$ cat config.mk
export PLATFORM = sky130hd
export DESIGN_NAME = fp_div_core
export DESIGN_NICKNAME = d
export VERILOG_FILES = /design/src/rtl/fp_div_core.sv
export SDC_FILE = /design/constraint.sdc
export NUM_CORES = 1
export LEC_CHECK = 0
export ABC_AREA = 1
export ABC_CLOCK_PERIOD_IN_PS = 4200
export CORE_UTILIZATION = 55
export DETAILED_ROUTE_END_ITERATION = 6
export GPL_TIMING_DRIVEN = 1
export PLACE_DENSITY = 0.79
export SLEW_MARGIN = 40
export SYNTH_ARGS = -nofsm -noshare
export SYNTH_HDL_FRONTEND = slang
export SYNTH_SLANG_ARGS = --single-unit
$ cat constraint.sdc
create_clock -name clk -period 4.2 [get_ports clk]
set_input_delay 0.42 -clock clk [delete_from_list [all_inputs] [get_ports clk]]
set_output_delay 0.42 -clock clk [all_outputs]
set_load 0.005 [all_outputs]
$ cat src/rtl/fp_div_core.sv
// Sequential IEEE-754 single-precision divide stage: forwards checker-resolved
// results, otherwise restoring radix-2 mantissa divide, normalize, round-to-nearest-even.
module fp_div_core #(
    parameter int EXP_BIAS = 127,
    parameter int QBITS    = 27
) (
    input  logic        clk,
    input  logic        reset,
    input  logic        in_valid,
    output logic        in_ready,
    input  logic [31:0] InputA,
    input  logic [31:0] InputB,
    input  logic        special_valid,
    input  logic [31:0] special_result,
    input  logic [1:0]  special_exc,
    output logic        out_valid,
    input  logic        out_ready,
    output logic [31:0] AbyB,
    output logic [1:0]  EXCEPTION
);

    typedef enum logic [2:0] {
        IDLE   = 3'd0,
        DIVIDE = 3'd1,
        NORM   = 3'd2,
        ROUND  = 3'd3,
        DONE   = 3'd4
    } state_t;

    state_t             r_state, w_state_next;
    logic               r_sign;
    logic [23:0]        r_mb;
    logic [9:0]         r_exp;
    logic [24:0]        r_rem;
    logic [QBITS-1:0]   r_q;
    logic [4:0]         r_cnt;
    logic [23:0]        r_man;
    logic               r_g;
    logic               r_s;
    logic [31:0]        r_abyb;
    logic [1:0]         r_exc;

    logic               w_ge;
    logic [24:0]        w_rem_sub;
    logic [24:0]        w_man_inc;
    logic               w_round_up;
    logic               w_carry;
    logic [23:0]        w_man_fin;
    logic [9:0]         w_exp_fin;

    assign in_ready  = (r_state == IDLE);
    assign out_valid = (r_state == DONE);
    assign AbyB      = r_abyb;
    assign EXCEPTION = r_exc;

    // One restoring step: the remainder never exceeds 2*mB, so 25 bits suffice.
    assign w_ge      = (r_rem >= {1'b0, r_mb});
    assign w_rem_sub = w_ge ? (r_rem - {1'b0, r_mb}) : r_rem;

    assign w_man_inc  = {1'b0, r_man} + 25'd1;
    assign w_round_up = r_g & (r_s | r_man[0]);
    assign w_carry    = w_round_up & w_man_inc[24];
    assign w_man_fin  = w_carry ? 24'h800000 : (w_round_up ? w_man_inc[23:0] : r_man);
    assign w_exp_fin  = r_exp + {9'd0, w_carry};

    always_comb begin
        w_state_next = r_state;
        case (r_state)
            IDLE:    if (in_valid) w_state_next = special_valid ? DONE : DIVIDE;
            DIVIDE:  if (r_cnt == 5'd0) w_state_next = NORM;
            NORM:    w_state_next = ROUND;
            ROUND:   w_state_next = DONE;
            DONE:    if (out_ready) w_state_next = IDLE;
            default: w_state_next = IDLE;
        endcase
    end

    always_ff @(posedge clk) begin
        if (reset) begin
            r_state <= IDLE;
        end else begin
            r_state <= w_state_next;
        end
    end

    always_ff @(posedge clk) begin
        if (reset) begin
            r_sign <= 1'b0;
            r_mb   <= '0;
            r_exp  <= '0;
            r_rem  <= '0;
            r_q    <= '0;
            r_cnt  <= '0;
            r_man  <= '0;
            r_g    <= 1'b0;
            r_s    <= 1'b0;
            r_abyb <= '0;
            r_exc  <= 2'b01;
        end else begin
            case (r_state)
                IDLE: begin
                    if (in_valid && special_valid) begin
                        r_abyb <= special_result;
                        r_exc  <= special_exc;
                    end else if (in_valid) begin
                        r_sign <= InputA[31] ^ InputB[31];
                        r_mb   <= {1'b1, InputB[22:0]};
                        r_exp  <= {2'b00, InputA[30:23]} - {2'b00, InputB[30:23]};
                        r_rem  <= {2'b01, InputA[22:0]};
                        r_q    <= '0;
                        r_cnt  <= 5'(QBITS - 1);
                    end
                end
                DIVIDE: begin
                    r_q[r_cnt] <= w_ge;
                    r_rem      <= {w_rem_sub[23:0], 1'b0};
                    r_cnt      <= r_cnt - 5'd1;
                end
                NORM: begin
                    // Quotient lies in [0.5, 2) scaled by 2^26; pick the leading one.
                    if (r_q[26]) begin
                        r_man <= r_q[26:3];
                        r_g   <= r_q[2];
                        r_s   <= (|r_q[1:0]) | (r_rem != '0);
                        r_exp <= r_exp + 10'(EXP_BIAS);
                    end else begin
                        r_man <= r_q[25:2];
                        r_g   <= r_q[1];
                        r_s   <= r_q[0] | (r_rem != '0);
                        r_exp <= r_exp + 10'(EXP_BIAS - 1);
                    end
                end
                ROUND: begin
                    r_man <= w_man_fin;
                    r_exp <= w_exp_fin;
                    if ($signed(w_exp_fin) >= 10'sd255) begin
                        r_abyb <= {r_sign, 8'hFF, 23'd0};
                        r_exc  <= 2'b10;
                    end else if ($signed(w_exp_fin) <= 10'sd0) begin
                        r_abyb <= {r_sign, 31'd0};
                        r_exc  <= 2'b10;
                    end else begin
                        r_abyb <= {r_sign, w_exp_fin[7:0], w_man_fin[22:0]};
                        r_exc  <= 2'b01;
                    end
                end
                default: ;
            endcase
        end
    end

endmodule

==> images/m1.png <==
Scale: 3 px per um. Cells faint in the background.
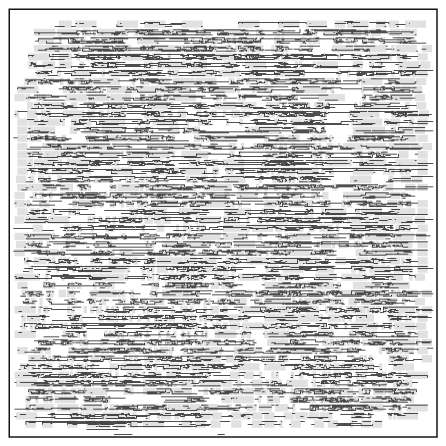
main direction	horizontal
nets with wire on the layer	1781
wire length on this layer	15000 um
share of all routed wire	45%

==> images/m2.png <==
Scale: 3 px per um.
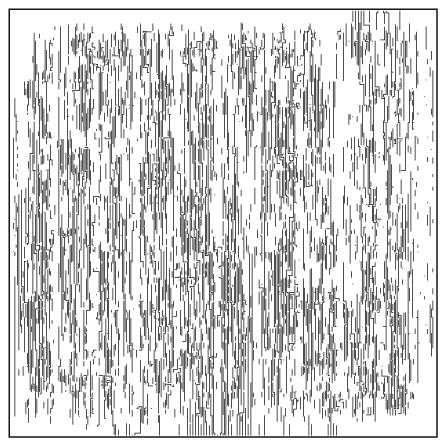
longest straight run	54.9 um
nets with wire on the layer	1499
total via count after detailed routing: 11559
met2 GRT Util: 53.9%
total routed wirelength: 33000 um

==> images/m3.png <==
Scale: 2 px per um. Cells faint in the background.
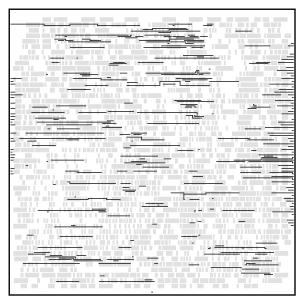
main direction	horizontal
longest straight run	42.8 um
nets with wire on the layer	221
wire length on this layer	2670 um
share of all routed wire	8.1%
met3 Track Usage GR: 6.73%

routing by layer:
layer,up-vias,GRT usage [%],part of all wire [%]
li1,5762,-,-
met1,5217,44.7,45
met2,514,53.9,44
met3,64,6.73,8.1
met4,2,10.6,2.0
met5,-,0,0.030
cell usage in the layout (no fill, tap or decap), types with 17 or more instances in the layout:
master,Yosys,final
sky130_fd_sc_hd__nand4_1,41,41
sky130_fd_sc_hd__inv_1,228,227
sky130_fd_sc_hd__clkbuf_16,0,17
sky130_fd_sc_hd__a31oi_1,18,18
sky130_fd_sc_hd__dfxtp_1,155,155
sky130_fd_sc_hd__nand2_1,423,423
sky130_fd_sc_hd__a21oi_1,173,173
sky130_fd_sc_hd__o32ai_1,17,17
sky130_fd_sc_hd__clkdlybuf4s50_1,0,137
sky130_fd_sc_hd__o21ai_0,135,135
sky130_fd_sc_hd__xor2_1,17,17
sky130_fd_sc_hd__nand3_1,92,92
sky130_fd_sc_hd__ha_1,44,44
sky130_fd_sc_hd__nor2_1,108,108
state kept, by name, indices dropped and copies added, names as in the netlist:
signal     cells
AbyB          32
r_q           27
r_rem         25
r_man         24
r_mb          24
r_exp         10
r_cnt          5
r_state        3
EXCEPTION      2
r_g            1
r_s            1
r_sign         1
cells by family after synthesis:
| kind of cell | synth area share [%] |
|---|---|
| AND-OR/OR-AND | 20.6 |
| XOR/XNOR | 2.60 |
| adder cells (fa/ha/maj) | 5.47 |
| buffers and inverters | 11.8 |
| flip-flops | 28.7 |
| multiplexers | 0.742 |
| AND/OR/NAND/NOR | 30.0 |
power by group through the flow:
stage | clock network (mW) | registers (mW) | logic, mW
3_3_place_gp | 0 | 2.06 | 5.17
4_1_cts | 1.69 | 2.04 | 5.27
3_5_place_dp | 0 | 2.07 | 5.23
6_report | 1.69 | 2.05 | 5.32
2_1_floorplan | 0 | 1.98 | 3.99
5_1_grt | 1.76 | 2.09 | 5.97
through the flow:
| stage | setup WS [ns] | utilization, % | power, mW |
|---|---|---|---|
| floorplan | 1.38 | - | 5.97 |
| global placement | 0.752 | 64.7 | 7.23 |
| detailed placement | 0.619 | 64.7 | 7.30 |
| CTS | 0.551 | 68.0 | 9.00 |
| global route | 0.202 | 68.0 | 9.82 |
| finish | 0.564 | 68.0 | 9.06 |
cell type report:
class	instances	area share (%)
well taps	260	2.52
flip-flops and latches	155	24.1
clock buffers	17	3.30
inverters	242	7.11
repair buffers	154	11.6
multi-input cells	1215	49.8
clock inverters	15	1.55
worst paths after layout:
check                start  cells past startpoint        to
hold / removal    r_mb[13]                      2  r_mb[13]
setup / recovery  r_man[0]                     17  AbyB[10]
setup reg to reg  r_man[0]                     17  AbyB[10]
hold reg to reg   r_mb[13]                      2  r_mb[13]
==> summary.rpt <==
==== FLOW RESULTS ====
----------------------------------------------------
[Synthesis]
  Number of enable flip-flop cells ........................ 0
  Post-synthesis register bit count ........................ 155
  Most repeated cell in the gate-level netlist after synthesis ........................ sky130_fd_sc_hd__nand2_1
  Synth Cell Area ........................ about 11000 um2
  Yosys warning total ........................ 0
  Summed standard-cell area reported by yosys ........................ approximately 11000 um2
  Share of the synthesized area in the top cell type ........................ 28.7%
  Post-synth ARST share ........................ 0%
  Unique masters post-synth ........................ 61
  Largest area contributor in the synthesized netlist ........................ sky130_fd_sc_hd__dfxtp_1
  Count of instantiated cells in the yosys netlist ........................ 1689

[Timing]
  Max Clock Freq ........................ 275 MHz
  Clock tree skew after final layout ........................ 0.0105 ns
  Setup repair after global routing missed its margin ........................ false
  Post-layout minimum cycle time ........................ 3.64 ns
  Hold_ws ........................ ~0.47 ns
  Share of the cycle needed by the critical path after routing ........................ between 80% and 90%

[Floorplanning]
  Vertical extent of the die ........................ 142 um
  Standard cell core area ........................ 19000 um2
  Ports ........................ about 140
  Total die area ........................ 20200 um2
  Number of rows in the core area ........................ 50

[CTS]
  TritonCTS clock tree ........................ yes
  Cell at the root of the clock tree ........................ sky130_fd_sc_hd__clkbuf_16
  Clock-pin slew on the worst setup and hold paths ........................ 0.07 ns
  Inserted Clock Buffers ........................ 17
  Number of buffers added to fix hold violations after cts ........................ 0
  Clock tree buffer depth ........................ 2
  Sink Count ........................ 155

[Global route]
  Number of antenna violations at the first check in global routing ........................ 1
  Largest net degree at the start of global routing ........................ 63
  Number of global-route vias before repair ........................ 10936
  Total global routing track utilization ........................ 33.4%

[Setup path]
  Worst setup SP type ........................ flop
  Slowest cell on the critical path ........................ sky130_fd_sc_hd__nor4_1
  Critical path buffer and inverter count ........................ 1
  CP Capture Type ........................ flop
  Critical path type ........................ flop to flop
  Crit path DRT ........................ 4.56 ns
  Maximum fanout along the worst path ........................ 23

[Cells and area]
  Gate Area ........................ 6420 um2
  Nets@finish ........................ 1934
  Cell area after layout ........................ 12900 um2
  Layout overhead on the synthesized area ........................ 19.4%
  Post-route non-filler standard cell count ........................ 2058
  Count of fill cells added during filler insertion ........................ 1763

[Placement]
  Placed insts ........................ 2026
  Placed Area ........................ 12300 um2

[Run status]
  Status ........................ finished, final reports clean

[Routing]
  Remaining number of nets flagged by the antenna check after routing ........................ 0

[Power and ir drop]
  Max VDD drop ........................ 0.415 mV
  Comb pwr share ........................ 58.7%

----------------------------------------------------
Power and IR drop assume default switching activity.
